### src/rtl/fetch_pkg.sv
// Shared core constants and the fetch-buffer entry type.
// Imported by the fetch stage and its instruction FIFO.
package fetch_pkg;

   localparam logic [31:0] TRAP_ILLEGAL   = 32'd2;
   localparam logic [31:0] TRAP_BREAK     = 32'd3;
   localparam logic [31:0] TRAP_ECALL     = 32'd11;

   localparam logic [2:0]  COND_EQ        = 3'b000;
   localparam logic [2:0]  COND_NE        = 3'b001;
   localparam logic [2:0]  COND_LT        = 3'b100;
   localparam logic [2:0]  COND_GE        = 3'b101;

   localparam logic [31:0] FETCH_NOP      = 32'h0000_0013;
   localparam logic [31:0] FETCH_RESET_PC = 32'h0000_0000;

   typedef struct packed {
      logic [31:0] pc;
      logic [31:0] ins;
   } fetch_ent_t;

endpackage

### src/rtl/fetch_fifo.sv
// Small in-order buffer of fetched {pc, ins} pairs.
// Flush drops all entries; storage contents are left as-is.
module fetch_fifo
   import fetch_pkg::*;
#(
   parameter int DEPTH = 2,
   localparam int AW = (DEPTH > 1) ? $clog2(DEPTH) : 1,
   localparam int CW = $clog2(DEPTH + 1)
) (
   input  logic          clk,
   input  logic          rst_n,
   input  logic          flush_i,
   input  logic          push_i,
   input  fetch_ent_t    din_i,
   input  logic          pop_i,
   output fetch_ent_t    head_o,
   output logic [CW-1:0] count_o,
   output logic          full_o,
   output logic          empty_o
);

   fetch_ent_t    mem_q [DEPTH];
   logic [AW-1:0] wp_q, rp_q;
   logic [CW-1:0] cnt_q;

   function automatic logic [AW-1:0] nxt(input logic [AW-1:0] p);
      return (p == AW'(DEPTH - 1)) ? '0 : p + AW'(1);
   endfunction

   always_ff @(posedge clk or negedge rst_n) begin
      if (!rst_n) begin
         for (int i = 0; i < DEPTH; i++) mem_q[i] <= '0;
         wp_q  <= '0;
         rp_q  <= '0;
         cnt_q <= '0;
      end else if (flush_i) begin
         wp_q  <= '0;
         rp_q  <= '0;
         cnt_q <= '0;
      end else begin
         if (push_i) begin
            mem_q[wp_q] <= din_i;
            wp_q        <= nxt(wp_q);
         end
         if (pop_i) rp_q <= nxt(rp_q);
         cnt_q <= cnt_q + CW'(push_i) - CW'(pop_i);
      end
   end

   assign head_o  = mem_q[rp_q];
   assign count_o = cnt_q;
   assign full_o  = (cnt_q == CW'(DEPTH));
   assign empty_o = (cnt_q == '0);

endmodule

### src/rtl/fetch.sv
// Instruction fetch stage: issues in-order imem requests,
// buffers responses, and handles redirects and misaligned targets.
module fetch
   import fetch_pkg::*;
#(
   parameter logic [31:0] RESET_PC = FETCH_RESET_PC,
   parameter int          DEPTH    = 2
) (
   input  logic        clk,
   input  logic        rst_n,
   input  logic        branch_taken,
   input  logic        trap_taken,
   input  logic [31:0] jump_target,
   output logic        imem_req_valid,
   input  logic        imem_req_ready,
   output logic [31:0] imem_addr,
   input  logic        imem_rsp_valid,
   input  logic [31:0] imem_rsp_data,
   output logic        ins_valid,
   input  logic        ins_ready,
   output logic [31:0] ins,
   output logic [31:0] ins_pc,
   output logic        ins_misalign,
   output logic        pipe_flush
);

   localparam int          CW    = $clog2(DEPTH + 1);
   localparam logic [CW:0] LIMIT = (CW + 1)'(DEPTH);

   logic [31:0]   pc_q, pc_d;
   logic [31:0]   rpc_q, rpc_d;
   logic [CW-1:0] os_q, os_d;
   logic [CW-1:0] drop_q, drop_d;
   logic          mis_q, mis_d;
   logic          flush_q;

   logic          redirect, acc, live, pop;
   logic          full, empty;
   logic [CW-1:0] cnt;
   logic [CW:0]   used;
   fetch_ent_t    head, din;

   assign redirect = branch_taken || trap_taken;
   assign pop      = !empty && ins_ready;
   assign live     = imem_rsp_valid && !redirect
                     && (drop_q == '0);

   // A slot freed by this cycle's pop may be reused at once.
   assign used = {1'b0, os_q} + {1'b0, cnt}
                 - {{CW{1'b0}}, pop};

   assign imem_req_valid = rst_n && !redirect && !mis_q
                           && (pc_q[1:0] == 2'b00)
                           && (!full || pop)
                           && (used < LIMIT);
   assign imem_addr = pc_q;
   assign acc       = imem_req_valid && imem_req_ready;

   assign din = '{pc: rpc_q, ins: imem_rsp_data};

   fetch_fifo #(.DEPTH(DEPTH)) u_fifo (
      .clk     (clk),
      .rst_n   (rst_n),
      .flush_i (redirect),
      .push_i  (live),
      .din_i   (din),
      .pop_i   (pop),
      .head_o  (head),
      .count_o (cnt),
      .full_o  (full),
      .empty_o (empty)
   );

   always_comb begin
      pc_d   = pc_q;
      rpc_d  = rpc_q;
      mis_d  = mis_q;
      drop_d = drop_q;
      os_d   = os_q + CW'(acc) - CW'(imem_rsp_valid);
      if (redirect) begin
         pc_d   = jump_target;
         rpc_d  = jump_target;
         mis_d  = |jump_target[1:0];
         drop_d = os_d;
      end else begin
         if (acc)  pc_d  = pc_q + 32'd4;
         if (live) rpc_d = rpc_q + 32'd4;
         if (imem_rsp_valid && (drop_q != '0))
            drop_d = drop_q - CW'(1);
      end
   end

   always_ff @(posedge clk or negedge rst_n) begin
      if (!rst_n) begin
         pc_q    <= RESET_PC;
         rpc_q   <= RESET_PC;
         os_q    <= '0;
         drop_q  <= '0;
         mis_q   <= 1'b0;
         flush_q <= 1'b0;
      end else begin
         pc_q    <= pc_d;
         rpc_q   <= rpc_d;
         os_q    <= os_d;
         drop_q  <= drop_d;
         mis_q   <= mis_d;
         flush_q <= redirect;
      end
   end

   // A misaligned target is presented as a held NOP after the flush.
   assign ins_valid    = !empty || (mis_q && !flush_q);
   assign ins          = mis_q ? FETCH_NOP : head.ins;
   assign ins_pc       = mis_q ? pc_q : head.pc;
   assign ins_misalign = mis_q && !flush_q;
   assign pipe_flush   = flush_q;

endmodule

### config.mk
export PLATFORM = sky130hd
export DESIGN_NAME = fetch
export DESIGN_NICKNAME = d
export VERILOG_FILES = /design/src/rtl/fetch_pkg.sv /design/src/rtl/fetch_fifo.sv /design/src/rtl/fetch.sv
export SDC_FILE = /design/constraint.sdc
export NUM_CORES = 1
export LEC_CHECK = 0
export CAP_MARGIN = 40
export CORE_MARGIN = 5
export CORE_UTILIZATION = 58
export DETAILED_ROUTE_END_ITERATION = 8
export GPL_ROUTABILITY_DRIVEN = 0
export GPL_TIMING_DRIVEN = 0
export PLACE_DENSITY = 0.83
export SYNTH_ARGS = -nofsm -noshare
export SYNTH_HDL_FRONTEND = slang
export SYNTH_SLANG_ARGS = --single-unit
### constraint.sdc
create_clock -name clk -period 5.36 [get_ports clk]
set_clock_uncertainty 0.15 [all_clocks]
set_input_delay 0.536 -clock clk [delete_from_list [all_inputs] [get_ports clk]]
set_output_delay 0.536 -clock clk [all_outputs]
set_load 0.05 [all_outputs]
### Routed metal, one color a layer

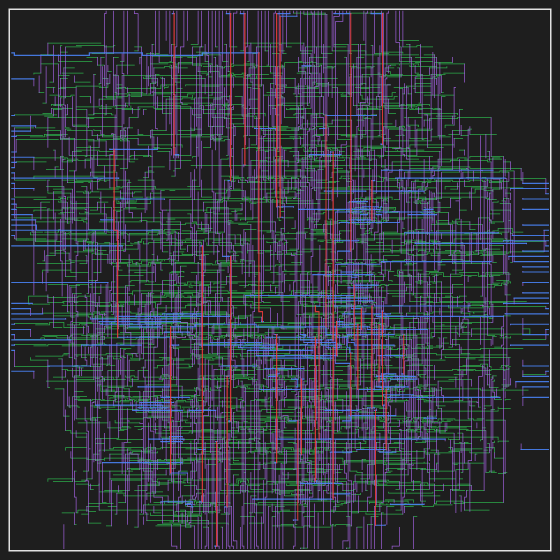
legend:
  met3:
    color: blue
    wire_length: 1860 um
  met1:
    color: green
    wire_length: 11000 um
  met2:
    color: purple
    wire_length: 13300 um
  met4:
    color: red
    wire_length: 1140 um

### Wire density map

The die is cut into 28 by 28 equal tiles; black is low, pale yellow is high, scaled to the fullest tile. Values are wire area over tile area, all layers added.
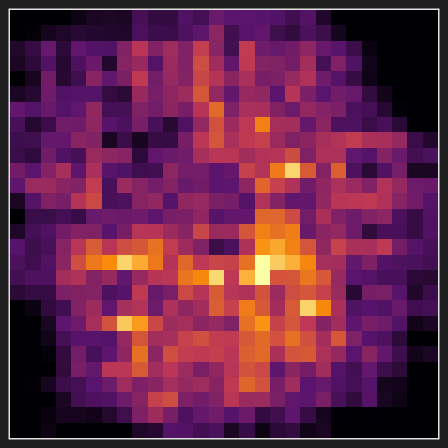
tiles over half the peak: 15%
mean over tiles: 0.23
densest ninth of the die: center
emptiest ninth of the die: north-east
fullest tile: 0.75
gr usage total: 28.14%
WL/cell: 20.34 um
Final Routed Wirelength: 27300 um
via count: 8030

==> impl_metrics.csv <==
group,metric,value,unit
outcome,status,"finished clean",
layout,lay_top_count,"dfrtp_1",
global_routing,grt_max_degree,76,
job,warnings,26,
logic_synthesis,syn_area,9907,um^2
detailed_routing,wirelength_met1,10980,um
min_path,hold_end,"u_fifo.mem_q[61]",
setup_path,regToRegSetupSlack,1.75,ns
setup_path,crit_path_start_kind,"primary input",
logic_synthesis,ys_sh_mux,20.66,%
clock_tree,cts-root-buf,"clkbuf_16",
detailed_routing,highest_layer,"met4",
timing,whs,0.3315,ns
logic_synthesis,top_cells_by_area,"dfrtp_1 51%, mux2_2 14%, mux2i_1 6.6%, nor2_1 3.1%, xnor2_1 2.8%",
floorplanning,io_pins,171,
layout,comb_share,36.67,%
clock_tree,cts_buffers,17,
setup_path,crit_buf_inv,4,
detailed_routing,postRouteAntennaNets,0,
setup_path,cpLargestDelayFamily,"buffers and inverters",
floorplanning,rows,47,
global_routing,antenna_found_initial,1,
setup_path,reg2regPathDepth,15,
power_and_ir_drop,p_clk,1.34,mW
placement,place_ws,0.9204,ns
layout,final_util,75.73,%
min_path,hold_depth,2,
logic_synthesis,ys_sh_simple,13.94,%
floorplanning,nWellTaps,220,
global_routing,overflow,0,
layout,buf_share,16.13,%
clock_tree,cts_max_path_buffers,2,
layout,seq-cell-share,39.71,%
logic_synthesis,edf_count,0,
logic_synthesis,ys_sh_adder,1.212,%
floorplanning,chipArea,19800,um^2
logic_synthesis,yosys-dominant-comb-family,"multiplexers",
logic_synthesis,synth_warnings,0,
logic_synthesis,synthTopCellsByCount,"200 x dfrtp_1, 122 x mux2_2, 83 x nor2_1",
layout,non_clock_buffer_count,231,
global_routing,top_usage_layer,"met2",
layout,area_delta_synth_final,27.22,%
layout,top_register,"u_fifo.mem_q",
clock_tree,htreeDepth,4,
layout,comb.multi_input.count,645,
detailed_routing,dr_wl_met3,1862,um
power_and_ir_drop,seq_cell_power,2.16,mW
power_and_ir_drop,peakVddDrop,332.3,uV
clock_tree,clock_latency,0.44,ns
setup_path,cp_common_cell,"clkdlybuf4s50_1",
layout,n_antenna_cell,1,
clock_tree,cts.repair.resized,0,
floorplanning,die_w,140.7,um
setup_path,path_max_fanout,9,
logic_synthesis,ys.flop_type,"dfrtp_1",
layout,largest_register_ffs,128,
clock_tree,hold_buffers,1,
power_and_ir_drop,total_power,5.235,mW
setup_path,crit_chain,"clkdlybuf4s50_1, o21a_1, ha_1, inv_1, nand2_1, fa_1, xnor2_1, or4_1, buf_4, nor2_1, clkdlybuf4s50_1",
logic_synthesis,ys_ff,200,
power_and_ir_drop,p_comb,1.74,mW
detailed_routing,firstDrtPassIters,6,
layout,final_cell_mix,"200 x dfrtp_1, 169 x clkdlybuf4s50_1, 122 x mux2_2",
clock_tree,cts.reportedPaths.clkPinSlew,0.07,ns
global_routing,grtUsageMet2,46.32,%
power_and_ir_drop,power_density,415.4,nW/um^2
timing,slew_viol_final,0,
timing,hold_violations,0,
logic_synthesis,synthAoiAreaFrac,6.593,%
logic_synthesis,most_common_cell,"dfrtp_1",
global_routing,met3_usage,4.978,%
